`config.mk`:
```
export PLATFORM = sky130hd
export DESIGN_NAME = uart_rx_frame_flat
export DESIGN_NICKNAME = d
export VERILOG_FILES = /design/src/rtl/uart_rx_if.sv /design/src/rtl/uart_rx_frame.sv /design/src/flat_wrapper.sv
export SDC_FILE = /design/constraint.sdc
export NUM_CORES = 1
export LEC_CHECK = 0
export CAP_MARGIN = 15
export CORE_ASPECT_RATIO = 0.8
export CORE_MARGIN = 5
export CORE_UTILIZATION = 30
export DETAILED_ROUTE_END_ITERATION = 10
export HOLD_SLACK_MARGIN = 0.08
export PLACE_DENSITY_LB_ADDON = 0.2
export SYNTH_ARGS = -nofsm -noshare
export SYNTH_HDL_FRONTEND = slang
export SYNTH_SLANG_ARGS = --single-unit
```
`constraint.sdc`:
```
create_clock -name clk -period 1.85 [get_ports clk]
set_clock_uncertainty 0.15 [all_clocks]
set_input_delay 0.2775 -clock clk [delete_from_list [all_inputs] [get_ports clk]]
set_output_delay 0.2775 -clock clk [all_outputs]
set_load 0.01 [all_outputs]
```
`src/rtl/uart_rx_if.sv`:
```
// Received-byte channel: byte plus error flags under valid/ready, and a sticky overrun flag.
// Latency: none, wiring only.
// Backpressure: the master holds rx_data and its flags until rx_valid & rx_ready.
interface uart_rx_if;
    logic [7:0] rx_data;
    logic       rx_valid;
    logic       rx_ready;
    logic       frame_err;
    logic       parity_err;
    logic       overrun;

    modport master (
        output rx_data, rx_valid, frame_err, parity_err, overrun,
        input  rx_ready
    );

    modport slave (
        input  rx_data, rx_valid, frame_err, parity_err, overrun,
        output rx_ready
    );
endinterface

```
`src/rtl/uart_rx_frame.sv`:
```
// UART byte receiver: 2-FF sync, 3-sample mid-bit majority vote, start/8 data/[parity]/stop framing.
// Latency: rx_valid rises 1 clk after the stop-bit decision tick; parity compiled in by UART_RX_PARITY_EN.
// Backpressure: one holding register; a frame completing while it is still full is dropped and sets overrun.
module uart_rx_frame #(
    parameter int OVERSAMPLE = 32
) (
    input  logic      clk,
    input  logic      reset,
    input  logic      rx_tick,
    input  logic      rxd,
    uart_rx_if.master rx
);
    localparam int            TW     = $clog2(OVERSAMPLE);
    localparam int            H      = OVERSAMPLE / 2;
    localparam logic [TW-1:0] T_LAST = TW'(OVERSAMPLE - 1);
    localparam logic [TW-1:0] T_S0   = TW'(H - 1);
    localparam logic [TW-1:0] T_S1   = TW'(H);
    localparam logic [TW-1:0] T_DEC  = TW'(H + 1);

`ifdef UART_RX_PARITY_EN
    typedef enum logic [2:0] {IDLE, START, DATA, PARITY, STOP, BREAK} state_t;
`else
    typedef enum logic [2:0] {IDLE, START, DATA, STOP, BREAK} state_t;
`endif

    state_t        state_q, state_d;
    logic [1:0]    sync_q;
    logic          rxs;
    logic [TW-1:0] tcnt_q, tcnt_d;
    logic [2:0]    idx_q, idx_d;
    logic [7:0]    shreg_q, shreg_d;
    logic [1:0]    smp_q, smp_d;
    logic          vote;
    logic          dec;
    logic          wrap;
    logic          deliver;
    logic          hs;

    logic [7:0]    data_q;
    logic          valid_q;
    logic          ferr_q;
    logic          ovr_q;

    assign rxs  = sync_q[1];
    assign vote = (smp_q[0] & smp_q[1]) | (smp_q[0] & rxs) | (smp_q[1] & rxs);
    assign dec  = rx_tick && (tcnt_q == T_DEC);
    assign wrap = rx_tick && (tcnt_q == T_LAST);
    assign hs   = valid_q & rx.rx_ready;

`ifdef UART_RX_PARITY_EN
    logic perr_q, perr_d;
    logic perr_o_q;
`endif

    always_comb begin
        state_d = state_q;
        tcnt_d  = tcnt_q;
        idx_d   = idx_q;
        shreg_d = shreg_q;
        smp_d   = smp_q;
        deliver = 1'b0;
`ifdef UART_RX_PARITY_EN
        perr_d  = perr_q;
`endif
        // Inside a frame the tick count free-runs; IDLE and BREAK pin it to 0.
        if (rx_tick && state_q != IDLE && state_q != BREAK) begin
            tcnt_d = (tcnt_q == T_LAST) ? '0 : tcnt_q + 1'b1;
            if (tcnt_q == T_S0) smp_d[0] = rxs;
            if (tcnt_q == T_S1) smp_d[1] = rxs;
        end
        case (state_q)
            IDLE: begin
                tcnt_d = '0;
                if (rx_tick && !rxs) begin
                    state_d = START;
                    tcnt_d  = TW'(1);
`ifdef UART_RX_PARITY_EN
                    perr_d  = 1'b0;
`endif
                end
            end
            START: begin
                if (dec && vote) begin
                    state_d = IDLE;
                    tcnt_d  = '0;
                end else if (wrap) begin
                    state_d = DATA;
                    idx_d   = 3'd0;
                end
            end
            DATA: begin
                if (dec) shreg_d[idx_q] = vote;
                if (wrap) begin
                    idx_d = idx_q + 3'd1;
                    if (idx_q == 3'd7) begin
`ifdef UART_RX_PARITY_EN
                        state_d = PARITY;
`else
                        state_d = STOP;
`endif
                    end
                end
            end
`ifdef UART_RX_PARITY_EN
            PARITY: begin
                if (dec)  perr_d  = vote ^ (^shreg_q);
                if (wrap) state_d = STOP;
            end
`endif
            STOP: begin
                // Deliver at mid stop bit so the next start edge can follow immediately.
                if (dec) begin
                    deliver = 1'b1;
                    state_d = vote ? IDLE : BREAK;
                    tcnt_d  = '0;
                end
            end
            BREAK: begin
                tcnt_d = '0;
                if (rx_tick && rxs) state_d = IDLE;
            end
            default: begin
                state_d = IDLE;
                tcnt_d  = '0;
            end
        endcase
    end

    always_ff @(posedge clk) begin
        if (reset) begin
            state_q <= IDLE;
            sync_q  <= 2'b11;
            tcnt_q  <= '0;
            idx_q   <= 3'd0;
            shreg_q <= 8'h00;
            smp_q   <= 2'b00;
`ifdef UART_RX_PARITY_EN
            perr_q  <= 1'b0;
`endif
        end else begin
            state_q <= state_d;
            sync_q  <= {sync_q[0], rxd};
            tcnt_q  <= tcnt_d;
            idx_q   <= idx_d;
            shreg_q <= shreg_d;
            smp_q   <= smp_d;
`ifdef UART_RX_PARITY_EN
            perr_q  <= perr_d;
`endif
        end
    end

    always_ff @(posedge clk) begin
        if (reset) begin
            data_q  <= 8'h00;
            valid_q <= 1'b0;
            ferr_q  <= 1'b0;
            ovr_q   <= 1'b0;
`ifdef UART_RX_PARITY_EN
            perr_o_q <= 1'b0;
`endif
        end else begin
            if (deliver && (!valid_q || hs)) begin
                data_q  <= shreg_q;
                ferr_q  <= ~vote;
                valid_q <= 1'b1;
`ifdef UART_RX_PARITY_EN
                perr_o_q <= perr_q;
`endif
            end else if (hs) begin
                valid_q <= 1'b0;
            end
            if (deliver && valid_q && !hs) begin
                ovr_q <= 1'b1;
            end else if (hs) begin
                ovr_q <= 1'b0;
            end
        end
    end

    assign rx.rx_data   = data_q;
    assign rx.rx_valid  = valid_q;
    assign rx.frame_err = ferr_q;
    assign rx.overrun   = ovr_q;
`ifdef UART_RX_PARITY_EN
    assign rx.parity_err = perr_o_q;
`else
    assign rx.parity_err = 1'b0;
`endif

endmodule

```
`src/flat_wrapper.sv`:
```
// flat-port wrapper written by rule: the top's interface ports become plain ports
module uart_rx_frame_flat 
#(
    parameter int OVERSAMPLE = 32
)
  (clk, reset, rx_tick, rxd, rx_rx_data, rx_rx_valid, rx_frame_err, rx_parity_err, rx_overrun, rx_rx_ready);
  uart_rx_if rx_i ();
  input  logic clk;
  input  logic reset;
  input  logic rx_tick;
  input  logic rxd;
  output wire logic [$bits(rx_i.rx_data)-1:0] rx_rx_data;
  output wire logic [$bits(rx_i.rx_valid)-1:0] rx_rx_valid;
  output wire logic [$bits(rx_i.frame_err)-1:0] rx_frame_err;
  output wire logic [$bits(rx_i.parity_err)-1:0] rx_parity_err;
  output wire logic [$bits(rx_i.overrun)-1:0] rx_overrun;
  input wire logic [$bits(rx_i.rx_ready)-1:0] rx_rx_ready;
  assign rx_rx_data = rx_i.rx_data;
  assign rx_rx_valid = rx_i.rx_valid;
  assign rx_frame_err = rx_i.frame_err;
  assign rx_parity_err = rx_i.parity_err;
  assign rx_overrun = rx_i.overrun;
  assign rx_i.rx_ready = rx_rx_ready;
  uart_rx_frame #(.OVERSAMPLE(OVERSAMPLE)) u_core (.clk(clk), .reset(reset), .rx_tick(rx_tick), .rxd(rxd), .rx(rx_i));
endmodule
```
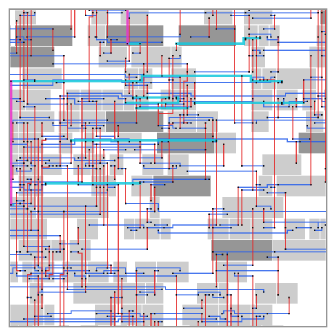
(images/zoom.png)
Window x 27 to 67, y 19 to 59 um. Cells in grey, sequential cells in the stronger grey; small squares are vias.
met4: drawn in magenta. met2: drawn in red. met1: drawn in blue. met3: drawn in cyan.
Sequential cells in the window: 8. 109 logic cells have their middle in the window. Most frequent: buf_4 (20), nor2_1 (8). Netlist names of flops here include u_core.state_q (3), u_core.shreg_q (2).

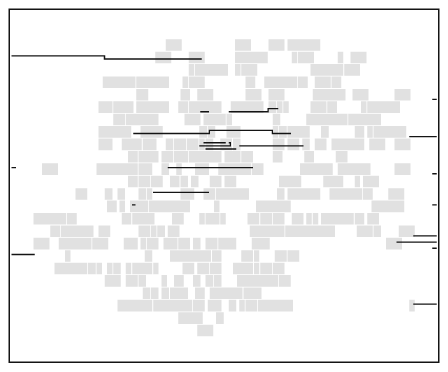
(images/met3.png)
Cells faint in the background.
19 nets have wire on it. The layer carries 186 um of wire. The longest straight run is 21.2 um. The layer holds 5.0% of the routed length.

==> results.tsv <==
metric	value	unit
finished layout cell area	2350	sq um
number of H-tree branching levels	2	
DR vias/cell	4.69	
post-route worst setup slack	56.9	ps
Worst Hold Endpoint	u_core.sync_q[1]	
number of buffers on the longest clock path	2	
layout buffering overhead excluding clock cells	17.7	%
count of yosys warnings during synthesis	0	
dominant cell type by area after synthesis	sky130_fd_sc_hd__dfxtp_1	
count of instantiated cells in the yosys netlist	188	
leading cell types in the layout, fill and taps excluded	sky130_fd_sc_hd__dfxtp_1 (30), sky130_fd_sc_hd__buf_4 (28), sky130_fd_sc_hd__nor2_1 (19)	
Rows	24	
master of the slowest instance on the critical path	sky130_fd_sc_hd__or3b_4	
internal power	1.27	mW
worst-case hold slack	262	ps
cell kind with the greatest summed area	multi-input combinational cells	
core utilization at floorplan	30.8	%
worst setup path end	u_core.rx.rx_data[1]	
critical register-to-register path endpoint	u_core.rx.rx_data[1]	
portion of the post-synthesis area used by sequential elements	40.4	%
Main area contributors	sky130_fd_sc_hd__dfxtp_1 (40%), sky130_fd_sc_hd__mux2i_1 (8.9%), sky130_fd_sc_hd__ha_1 (5.2%)	
power density over the cells	684	nW/um^2
TritonCTS clock tree	done	
Max Clk Rate	558	MHz
commonest cells in the netlist	sky130_fd_sc_hd__dfxtp_1 (34), sky130_fd_sc_hd__nor2_1 (20), sky130_fd_sc_hd__mux2i_1 (15), sky130_fd_sc_hd__nand2_1 (10), sky130_fd_sc_hd__nand3_1 (9)	
ClkCell Share	5.64	%
tool warnings	30	
number of fillers in the final layout	551	
standard cell core area	5470	sq um
sequential cell count	34	
number of global-route vias before repair	1348	
busiest grt layer	met2	
worst skew pair latency	290	ps
antenna fix cells	0	
Main power group	the clock network	
flop and latch count out of synthesis	34	
kind of critical path	flip-flop to flip-flop	
delay-heaviest family, CP	simple AND/OR/NAND/NOR gates	
Comb power frac	5.8	%
Top cell area share	40.4	%
syn avg cell area	8.96	sq um
post-layout min period	1790	ps
endpoints failing setup	0	
die span in x	93.8	um
Pre-antenna DRT Iters	4	
pin count of the biggest net entering global routing	15	
combinational fraction of the cell area	42.2	%
run status	finished, final reports clean	
met2 Track Usage GR	15.9	%
Storage cell area	688	sq um
Vert. Die Dim	77.0	um
placed instance area	2100	sq um
worst r2r path cells	6	
launching point of the worst reg2reg path	u_core.tcnt_q[2]	
remaining global-route overflow	0	
non-clock buffer total of the final layout	46	
endpoint type of the worst setup path	flip-flop	
class of the tightest hold or removal check	flip-flop to flip-flop	
Layout area overhead	39.6	%
minimum setup slack among reg-to-reg paths	60	ps
max-cap violations	0	
Max rail drop VDD	0.377	mV
gpl congestion	0.795	
share of cell area taken by flip-flops and latches	29.2	%
GR Util met1	15.6	%
leakage power summed over all cells	0.877	nW
Power Total	1.61	mW
die area	7230	sq um
WP data arrival	1830	ps
Clock transition at path regs	80	ps
post-DP HPWL	2730	um
sequential group power	738	uW
final period utilization	96.9	%
worst hold start	u_core.sync_q[0]	
power of the combinational group	93.6	uW
root buffer cell	sky130_fd_sc_hd__clkbuf_8	
Worst Setup SP	u_core.tcnt_q[2]	
number of non-clock inverters	6	
delay contributed by the slowest stage of the critical path	410	ps
synthesized instance count	188	
worst hold path cell count	1	
Net Sw Frac	21.4	%
chip area in the Yosys report	1690	sq um
Most used DFF post-synth	sky130_fd_sc_hd__dfxtp_1	
sequential share of power	45.8	%
adder-cell share of the synthesized area	5.79	%
RSZ-0062 raised after global routing	yes	
count of antenna-violating nets left after detailed routing	0	
buffering stage count on the worst path with inverters included	2	
count of routing violations after the opening detailed-route iteration	60	
number of flops mapped to enable cells by yosys	0	
dominant logic cell type in the layout	sky130_fd_sc_hd__dfxtp_1	
total wirelength of the detailed-routed design	3750	um
Async SR Flop Fraction	0	%
Post-Place Worst Slack	-79.8	ps
CP required	1890	ps
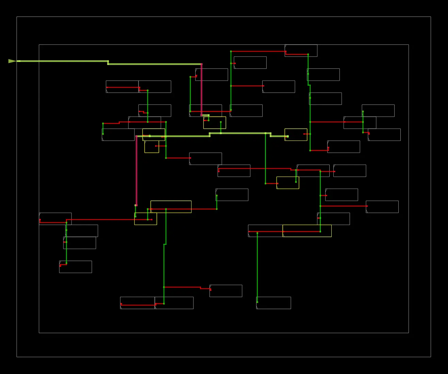
(images/final_clocks.png)
total CTS buffers: 5
power dissipated in the clock network: 778 uW
Clock Sinks: 34

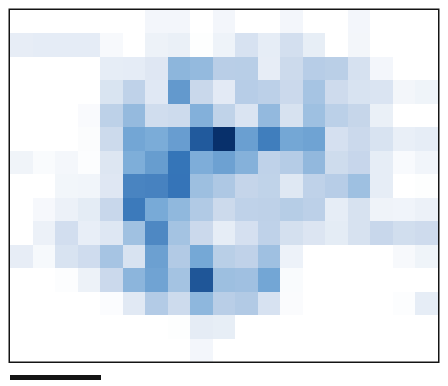
(images/wire_density.png)
Bar = 20 um. 19 x 15 tiles, from white (low) to dark blue (high), scaled to the fullest tile. Values are wire area over tile area, all layers added.
The emptiest ninth of the die: bottom right. 37% of the tiles are nearly empty. The fullest tile reaches 0.50.

==> layer usage <==
metal  vias up  wire [um]
met5         -          0
met4         0         27
met3         4        185
met2        33       1470
met1       658       2070
li1        753          -
==> repair_timing <==
action,4_1_cts,5_1_grt
pin swaps,0,6
gates cloned,0,1
setup endpoints to repair,2,17
resized,4,12
setup buffers,0,4
hold buffers,0,0
==> state kept, by name (all words and copies together), names as in the netlist <==
name                 flops
u_core.rx.rx_valid       1
u_core.state_q           3
u_core.smp_q             2
u_core.rx.frame_err      1
u_core.tcnt_q            5
u_core.sync_q            2
u_core.idx_q             3
u_core.shreg_q           8
u_core.rx.overrun        1
u_core.rx.rx_data        8
Power figures rest on the tool's default switching activity, not on a simulated workload.
